[src/rtl/glb_arb_pkg.sv]
`default_nettype none
// ============================================================================
// Module      : glb_arb_pkg
// Description : Shared types and constants for the GLB port arbiter.
// Revision    : 1.0 - initial release
// ============================================================================
package glb_arb_pkg;

  // Per-port burst FSM state
  typedef enum logic [0:0] {
    IDLE  = 1'b0,
    BURST = 1'b1
  } state_t;

  localparam int BEAT_BYTES = 4;
  localparam int DATA_W     = 32;
  localparam int LEN_W_DEF  = 8;

  // Index width for an N-entry requester set (never zero)
  function automatic int idx_width(input int n);
    return (n > 1) ? $clog2(n) : 1;
  endfunction

endpackage
`default_nettype wire

[src/rtl/glb_arbiter_rr.sv]
`default_nettype none
// ============================================================================
// Module      : rr_arbiter
// Description : Combinational round-robin picker. Selects the first asserted
//               request at or after ptr, searching cyclically. The pointer
//               register is owned by the parent.
// Revision    : 1.0 - initial release
// ============================================================================
module rr_arbiter
  import glb_arb_pkg::*;
#(
  parameter int N  = 4,
  parameter int IW = idx_width(N)
) (
  input  logic [N-1:0]  req,
  input  logic [IW-1:0] ptr,
  output logic [N-1:0]  gnt,
  output logic [IW-1:0] idx,
  output logic          any
);

  logic [IW:0]   w_sum;
  logic [IW-1:0] w_cand;

  // Scan offsets from farthest to nearest so the nearest hit wins
  always_comb begin
    idx    = '0;
    w_sum  = '0;
    w_cand = '0;
    for (int k = N - 1; k >= 0; k--) begin
      w_sum = {1'b0, ptr} + (IW + 1)'(k);
      if (w_sum >= (IW + 1)'(N)) begin
        w_sum = w_sum - (IW + 1)'(N);
      end
      w_cand = w_sum[IW-1:0];
      if (req[w_cand]) begin
        idx = w_cand;
      end
    end
    any = |req;
    gnt = any ? (N'(1) << idx) : '0;
  end

endmodule
`default_nettype wire

[src/rtl/glb_arbiter.sv]
`default_nettype none
// ============================================================================
// Module      : glb_arbiter
// Description : Shares the single-read / single-write GLB ports between
//               multiple burst requesters with independent round-robin
//               arbitration on each side. A grant owns its port for len+1
//               32-bit beats at an auto-incrementing byte address.
// Revision    : 1.0 - initial release
// ============================================================================
module glb_arbiter
  import glb_arb_pkg::*;
#(
  parameter int NUM_RD     = 4,
  parameter int NUM_WR     = 2,
  parameter int ADDR_WIDTH = 32,
  parameter int LEN_W      = LEN_W_DEF
) (
  input  logic                         clk,
  input  logic                         rst,
  input  logic [NUM_RD-1:0]            rd_req,
  input  logic [NUM_RD*ADDR_WIDTH-1:0] rd_addr,
  input  logic [NUM_RD*LEN_W-1:0]      rd_len,
  output logic [NUM_RD-1:0]            rd_gnt,
  output logic [NUM_RD-1:0]            rd_rvalid,
  output logic                         rd_rlast,
  output logic [DATA_W-1:0]            rd_rdata,
  input  logic [NUM_WR-1:0]            wr_req,
  input  logic [NUM_WR*ADDR_WIDTH-1:0] wr_addr,
  input  logic [NUM_WR*LEN_W-1:0]      wr_len,
  output logic [NUM_WR-1:0]            wr_gnt,
  input  logic [NUM_WR-1:0]            wr_dvalid,
  input  logic [NUM_WR*DATA_W-1:0]     wr_data,
  output logic [NUM_WR-1:0]            wr_dready,
  output logic                         glb_re,
  output logic [ADDR_WIDTH-1:0]        glb_raddr,
  input  logic [DATA_W-1:0]            glb_dout,
  output logic                         glb_we,
  output logic [ADDR_WIDTH-1:0]        glb_waddr,
  output logic [DATA_W-1:0]            glb_din
);

  localparam int RIW = idx_width(NUM_RD);
  localparam int WIW = idx_width(NUM_WR);
  localparam logic [ADDR_WIDTH-1:0] BEAT_INC = ADDR_WIDTH'(BEAT_BYTES);

  // ---------------------------------------------------------------- unpack
  logic [ADDR_WIDTH-1:0] w_rd_addr_arr [NUM_RD];
  logic [LEN_W-1:0]      w_rd_len_arr  [NUM_RD];
  logic [ADDR_WIDTH-1:0] w_wr_addr_arr [NUM_WR];
  logic [LEN_W-1:0]      w_wr_len_arr  [NUM_WR];
  logic [DATA_W-1:0]     w_wr_data_arr [NUM_WR];

  for (genvar i = 0; i < NUM_RD; i++) begin : g_rd_unpack
    assign w_rd_addr_arr[i] = rd_addr[i*ADDR_WIDTH +: ADDR_WIDTH];
    assign w_rd_len_arr[i]  = rd_len[i*LEN_W +: LEN_W];
  end

  for (genvar i = 0; i < NUM_WR; i++) begin : g_wr_unpack
    assign w_wr_addr_arr[i] = wr_addr[i*ADDR_WIDTH +: ADDR_WIDTH];
    assign w_wr_len_arr[i]  = wr_len[i*LEN_W +: LEN_W];
    assign w_wr_data_arr[i] = wr_data[i*DATA_W +: DATA_W];
  end

  // ================================================================ read side
  state_t                r_rd_state, w_rd_state_nxt;
  logic [RIW-1:0]        r_rd_ptr, r_rd_id;
  logic [ADDR_WIDTH-1:0] r_rd_base;
  logic [LEN_W-1:0]      r_rd_len, r_rd_beat;
  logic                  r_rd_hold;      // forces the idle cycle between bursts
  logic                  w_rd_take, w_rd_last;
  logic [NUM_RD-1:0]     w_rd_arb_gnt;
  logic [RIW-1:0]        w_rd_arb_idx;
  logic                  w_rd_arb_any;
  logic                  r_rv, r_rlast;
  logic [RIW-1:0]        r_rid;

  rr_arbiter #(.N(NUM_RD), .IW(RIW)) u_rd_arb (
    .req (rd_req),
    .ptr (r_rd_ptr),
    .gnt (w_rd_arb_gnt),
    .idx (w_rd_arb_idx),
    .any (w_rd_arb_any)
  );

  // Read FSM next state and GLB read-port drive
  always_comb begin
    w_rd_state_nxt = r_rd_state;
    w_rd_take      = 1'b0;
    w_rd_last      = 1'b0;
    glb_re         = 1'b0;
    glb_raddr      = '0;
    case (r_rd_state)
      IDLE: begin
        if (w_rd_arb_any && !r_rd_hold && !rst) begin
          w_rd_take      = 1'b1;
          w_rd_state_nxt = BURST;
        end
      end
      BURST: begin
        glb_re    = 1'b1;
        glb_raddr = r_rd_base + ADDR_WIDTH'(r_rd_beat) * BEAT_INC;
        w_rd_last = (r_rd_beat == r_rd_len);
        if (w_rd_last) begin
          w_rd_state_nxt = IDLE;
        end
      end
      default: w_rd_state_nxt = IDLE;
    endcase
  end

  assign rd_gnt = w_rd_take ? w_rd_arb_gnt : '0;

  // Read FSM state, burst context and round-robin pointer
  always_ff @(posedge clk or posedge rst) begin
    if (rst) begin
      r_rd_state <= IDLE;
      r_rd_ptr   <= '0;
      r_rd_id    <= '0;
      r_rd_base  <= '0;
      r_rd_len   <= '0;
      r_rd_beat  <= '0;
      r_rd_hold  <= 1'b0;
    end else begin
      r_rd_state <= w_rd_state_nxt;
      r_rd_hold  <= 1'b0;
      if (w_rd_take) begin
        r_rd_base <= w_rd_addr_arr[w_rd_arb_idx];
        r_rd_len  <= w_rd_len_arr[w_rd_arb_idx];
        r_rd_id   <= w_rd_arb_idx;
        r_rd_beat <= '0;
        r_rd_ptr  <= (w_rd_arb_idx == RIW'(NUM_RD - 1)) ? '0 : w_rd_arb_idx + 1'b1;
      end else if (r_rd_state == BURST) begin
        if (w_rd_last) begin
          r_rd_beat <= '0;
          r_rd_hold <= 1'b1;
        end else begin
          r_rd_beat <= r_rd_beat + 1'b1;
        end
      end
    end
  end

  // Align owner id and last flag with the GLB's one-cycle read latency
  always_ff @(posedge clk or posedge rst) begin
    if (rst) begin
      r_rv    <= 1'b0;
      r_rid   <= '0;
      r_rlast <= 1'b0;
    end else begin
      r_rv    <= glb_re;
      r_rid   <= r_rd_id;
      r_rlast <= w_rd_last;
    end
  end

  assign rd_rvalid = r_rv ? (NUM_RD'(1) << r_rid) : '0;
  assign rd_rlast  = r_rv & r_rlast;
  assign rd_rdata  = r_rv ? glb_dout : '0;

  // =============================================================== write side
  state_t                r_wr_state, w_wr_state_nxt;
  logic [WIW-1:0]        r_wr_ptr, r_wr_id;
  logic [ADDR_WIDTH-1:0] r_wr_base;
  logic [LEN_W-1:0]      r_wr_len, r_wr_beat;
  logic                  r_wr_hold;
  logic                  w_wr_take, w_wr_acc, w_wr_last;
  logic [NUM_WR-1:0]     w_wr_arb_gnt;
  logic [WIW-1:0]        w_wr_arb_idx;
  logic                  w_wr_arb_any;

  rr_arbiter #(.N(NUM_WR), .IW(WIW)) u_wr_arb (
    .req (wr_req),
    .ptr (r_wr_ptr),
    .gnt (w_wr_arb_gnt),
    .idx (w_wr_arb_idx),
    .any (w_wr_arb_any)
  );

  // Write FSM next state; beats pass straight through to the GLB on accept
  always_comb begin
    w_wr_state_nxt = r_wr_state;
    w_wr_take      = 1'b0;
    w_wr_acc       = 1'b0;
    w_wr_last      = 1'b0;
    wr_dready      = '0;
    glb_we         = 1'b0;
    glb_waddr      = '0;
    glb_din        = '0;
    case (r_wr_state)
      IDLE: begin
        if (w_wr_arb_any && !r_wr_hold && !rst) begin
          w_wr_take      = 1'b1;
          w_wr_state_nxt = BURST;
        end
      end
      BURST: begin
        wr_dready = NUM_WR'(1) << r_wr_id;
        w_wr_acc  = wr_dvalid[r_wr_id];
        if (w_wr_acc) begin
          glb_we    = 1'b1;
          glb_waddr = r_wr_base + ADDR_WIDTH'(r_wr_beat) * BEAT_INC;
          glb_din   = w_wr_data_arr[r_wr_id];
          w_wr_last = (r_wr_beat == r_wr_len);
          if (w_wr_last) begin
            w_wr_state_nxt = IDLE;
          end
        end
      end
      default: w_wr_state_nxt = IDLE;
    endcase
  end

  assign wr_gnt = w_wr_take ? w_wr_arb_gnt : '0;

  // Write FSM state, burst context and round-robin pointer
  always_ff @(posedge clk or posedge rst) begin
    if (rst) begin
      r_wr_state <= IDLE;
      r_wr_ptr   <= '0;
      r_wr_id    <= '0;
      r_wr_base  <= '0;
      r_wr_len   <= '0;
      r_wr_beat  <= '0;
      r_wr_hold  <= 1'b0;
    end else begin
      r_wr_state <= w_wr_state_nxt;
      r_wr_hold  <= 1'b0;
      if (w_wr_take) begin
        r_wr_base <= w_wr_addr_arr[w_wr_arb_idx];
        r_wr_len  <= w_wr_len_arr[w_wr_arb_idx];
        r_wr_id   <= w_wr_arb_idx;
        r_wr_beat <= '0;
        r_wr_ptr  <= (w_wr_arb_idx == WIW'(NUM_WR - 1)) ? '0 : w_wr_arb_idx + 1'b1;
      end else if (w_wr_acc) begin
        if (w_wr_last) begin
          r_wr_beat <= '0;
          r_wr_hold <= 1'b1;
        end else begin
          r_wr_beat <= r_wr_beat + 1'b1;
        end
      end
    end
  end

endmodule
`default_nettype wire

[config.mk]
export PLATFORM = sky130hd
export DESIGN_NAME = glb_arbiter
export DESIGN_NICKNAME = d
export VERILOG_FILES = /design/src/rtl/glb_arb_pkg.sv /design/src/rtl/glb_arbiter_rr.sv /design/src/rtl/glb_arbiter.sv
export SDC_FILE = /design/constraint.sdc
export NUM_CORES = 1
export LEC_CHECK = 0
export ABC_AREA = 1
export CORE_ASPECT_RATIO = 0.5
export CORE_MARGIN = 3
export CORE_UTILIZATION = 25
export DETAILED_ROUTE_END_ITERATION = 8
export GPL_TIMING_DRIVEN = 0
export REMOVE_ABC_BUFFERS = 1
export SETUP_SLACK_MARGIN = 0.2
export SKIP_LAST_GASP = 1
export SLEW_MARGIN = 10
export SYNTH_ARGS = -nofsm -noshare
export SYNTH_HDL_FRONTEND = slang
export SYNTH_SLANG_ARGS = --single-unit
[constraint.sdc]
create_clock -name clk -period 15.4 [get_ports clk]
set_input_delay 3.08 -clock clk [delete_from_list [all_inputs] [get_ports clk]]
set_output_delay 3.08 -clock clk [all_outputs]
set_load 0.02 [all_outputs]
==> images/layer_met3.png <==
Drawn at 2 px/micron.
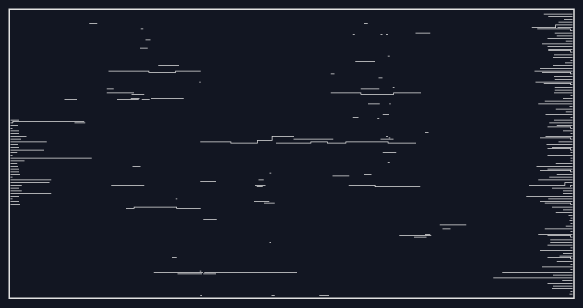
The layer carries 1940 microns of wire. The layer holds 4.9% of the routed length. The longest straight run is 46.0 microns. The wires run mostly horizontal.
detailed-route via count: 11200
grt met3 use: 3.47%
Detailed Route WL: 39500 microns

==> images/clk_routes.png <==
Drawn at 2 px/micron.
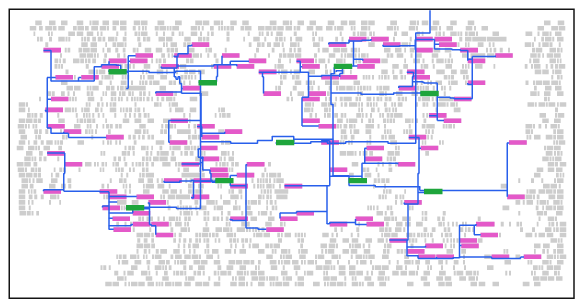
Key: blue = clock wires [length 1960 microns]; magenta = flip-flops [count 110]; green = clock drivers [count 9]
Position of the flops: spread over the die.
P_clk: 253 uW
clock power share: 9.9%

==> run notes <==
flow finished, numbers: status=completed, overall power consumption=between 2 and 3 mW, worst hold path startpoint=r_rd_id[1], Final period util=about three fifths, register share after synthesis=between 20% and 30%, RSZ-0062 raised after global routing=no, dominant kind of cell=multi-input combinational cells, DP Worst Slack=5.95 ns, Pwr Density=170 mW/mm^2, Pre-Place Util=approximately a quarter, number of core rows=between 40 and 50, Total Nets Final=~2400, Most common reg cell=dfrtp_1, Setup Buffers After CTS=0, synthesized area=between 0.009 and 0.01 sq mm, flop count=110, yosys warning tally=0, Slew HR=between 10% and 20%, Overflow after GRT=0, Final Hold Violating Endpoints=0, beginning of the critical path=rst, GP Congestion=~0.86, DRC violation count after routing=0, Detailed Route Iter0 Violations=approximately 640, Final ANT Viol Nets=0, worst path bufs/invs=5, Mapped Cells=~1600, Area Overhead vs Synth=59.3%, core region area=roughly 0.037 sq mm, number of diodes=2, fin. max-slew vios=0, Max-Cap Viols=0, Worst VDD drop=between 0.1 and 0.15 mV, largest net degree at the start of global routing=79, HPWL after DPL=roughly 31000 microns
==> images/wires.png <==
Drawn at 1 px/micron.
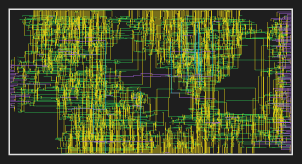
Key: cyan = metal 4 [wire length 595 microns]; purple = metal 3 [wire length 1940 microns]; green = metal 1 [wire length 16400 microns]; yellow = metal 2 [wire length 20.6 mm]
Total GRT Usage: 18.7%
routed len/inst: 15.9 microns

routing by layer:
| metal | routed length (microns) | global-route usage, % |
|---|---|---|
| met5 | 0 | 0 |
| met4 | 595 | 4.15 |
| met3 | 1940 | 3.47 |
| met2 | 20600 | 35.2 |
| met1 | 16400 | 22.1 |
report_power, final:
| group | switching, mW | internal, mW |
|---|---|---|
| Clock | 0.118 | 0.135 |
| Sequential | 0.177 | 0.417 |
| Combinational | 0.997 | 0.721 |
| Total | 1.29 | 1.27 |
cells in the mapped netlist, types with 4 or more instances:
library cell  number  share of area, %
nand2_1          507                20
inv_1            234               9.3
nand3_1          171               9.0
dfrtp_1          110                29
nor2_1            95               3.8
a21oi_1           74               3.9
o21ai_0           46               2.4
clkbuf_1          41               1.6
or2_2             38               2.5
nor3_1            31               1.6
nand4_1           25               1.6
o211ai_1          24               1.9
ha_1              22               2.9
or2_0             20               1.3
xor2_1            19               1.8
or2_1             16               1.1
buf_2             11              0.58
o21ai_1            8              0.42
a31oi_1            7              0.46
buf_6              7              0.83
buf_4              5              0.40
inv_2              5              0.20
nor4_1             4              0.26
xnor2_1            4              0.37
layout by cell type (no fill, tap or decap), types with 5 or more instances in the layout:
cell / synthesis / routed
inv_1: 234 / 233
nor3_1: 31 / 31
buf_6: 7 / 5
o211ai_1: 24 / 24
clkbuf_16: 0 / 9
or2_2: 38 / 38
xor2_1: 19 / 19
or2_1: 16 / 16
a31oi_1: 7 / 7
dfrtp_1: 110 / 109
inv_2: 5 / 5
or2_0: 20 / 20
nor2_1: 95 / 93
o21ai_0: 46 / 46
o21ai_1: 8 / 8
ha_1: 22 / 22
a21oi_1: 74 / 74
clkdlybuf4s50_1: 0 / 488
nand3_1: 171 / 171
nand4_1: 25 / 25
nand2_1: 507 / 507
cell families (layout without fill, tap and decap cells):
| kind of cell | after synthesis | after routing | synth area share, % |
|---|---|---|---|
| buf+inv | 308 | 753 | 13.1 |
| compound gates | 169 | 169 | 10.0 |
| other cells | 0 | 2 | 0 |
| xor+xnor | 23 | 23 | 2.12 |
| fa+ha+maj | 24 | 24 | 3.32 |
| simple gates | 917 | 917 | 42.4 |
| flops | 110 | 110 | 29.0 |
final timing paths:
path                            cells past startpoint  slack (ns)       endpoint
worst min register to register                      0        0.39       r_rid[1]
min in group asynchronous                           2        3.17       r_wr_ptr
worst min-delay path                                0        0.39       r_rid[1]
max in group asynchronous                           3       11.45  r_rd_base[30]
worst max-delay path                                7        6.00      wr_gnt[1]
worst max register to register                      6       11.79   r_rd_base[6]
state kept, by name, indices dropped and copies added (netlist names):
register / cells
r_rd_base: 32
r_wr_base: 32
r_rd_beat: 8
r_rd_len: 8
r_wr_beat: 8
r_wr_len: 8
r_rd_id: 2
r_rd_ptr: 2
r_rid: 2
r_rd_hold: 1
r_rd_state: 1
r_rlast: 1
r_rv: 1
r_wr_hold: 1
r_wr_id: 1
r_wr_ptr: 1
r_wr_state: 1
metrics by stage:
stage	cell area (sq um)	utilization, %
after detailed placement	14800	40.4
final	15100	41.2
after global routing	15100	41.2
after global placement	14600	39.9
after CTS	15100	41.2
after floorplan	9160	-
No activity file was given, so power comes from the tool's default toggle rates.
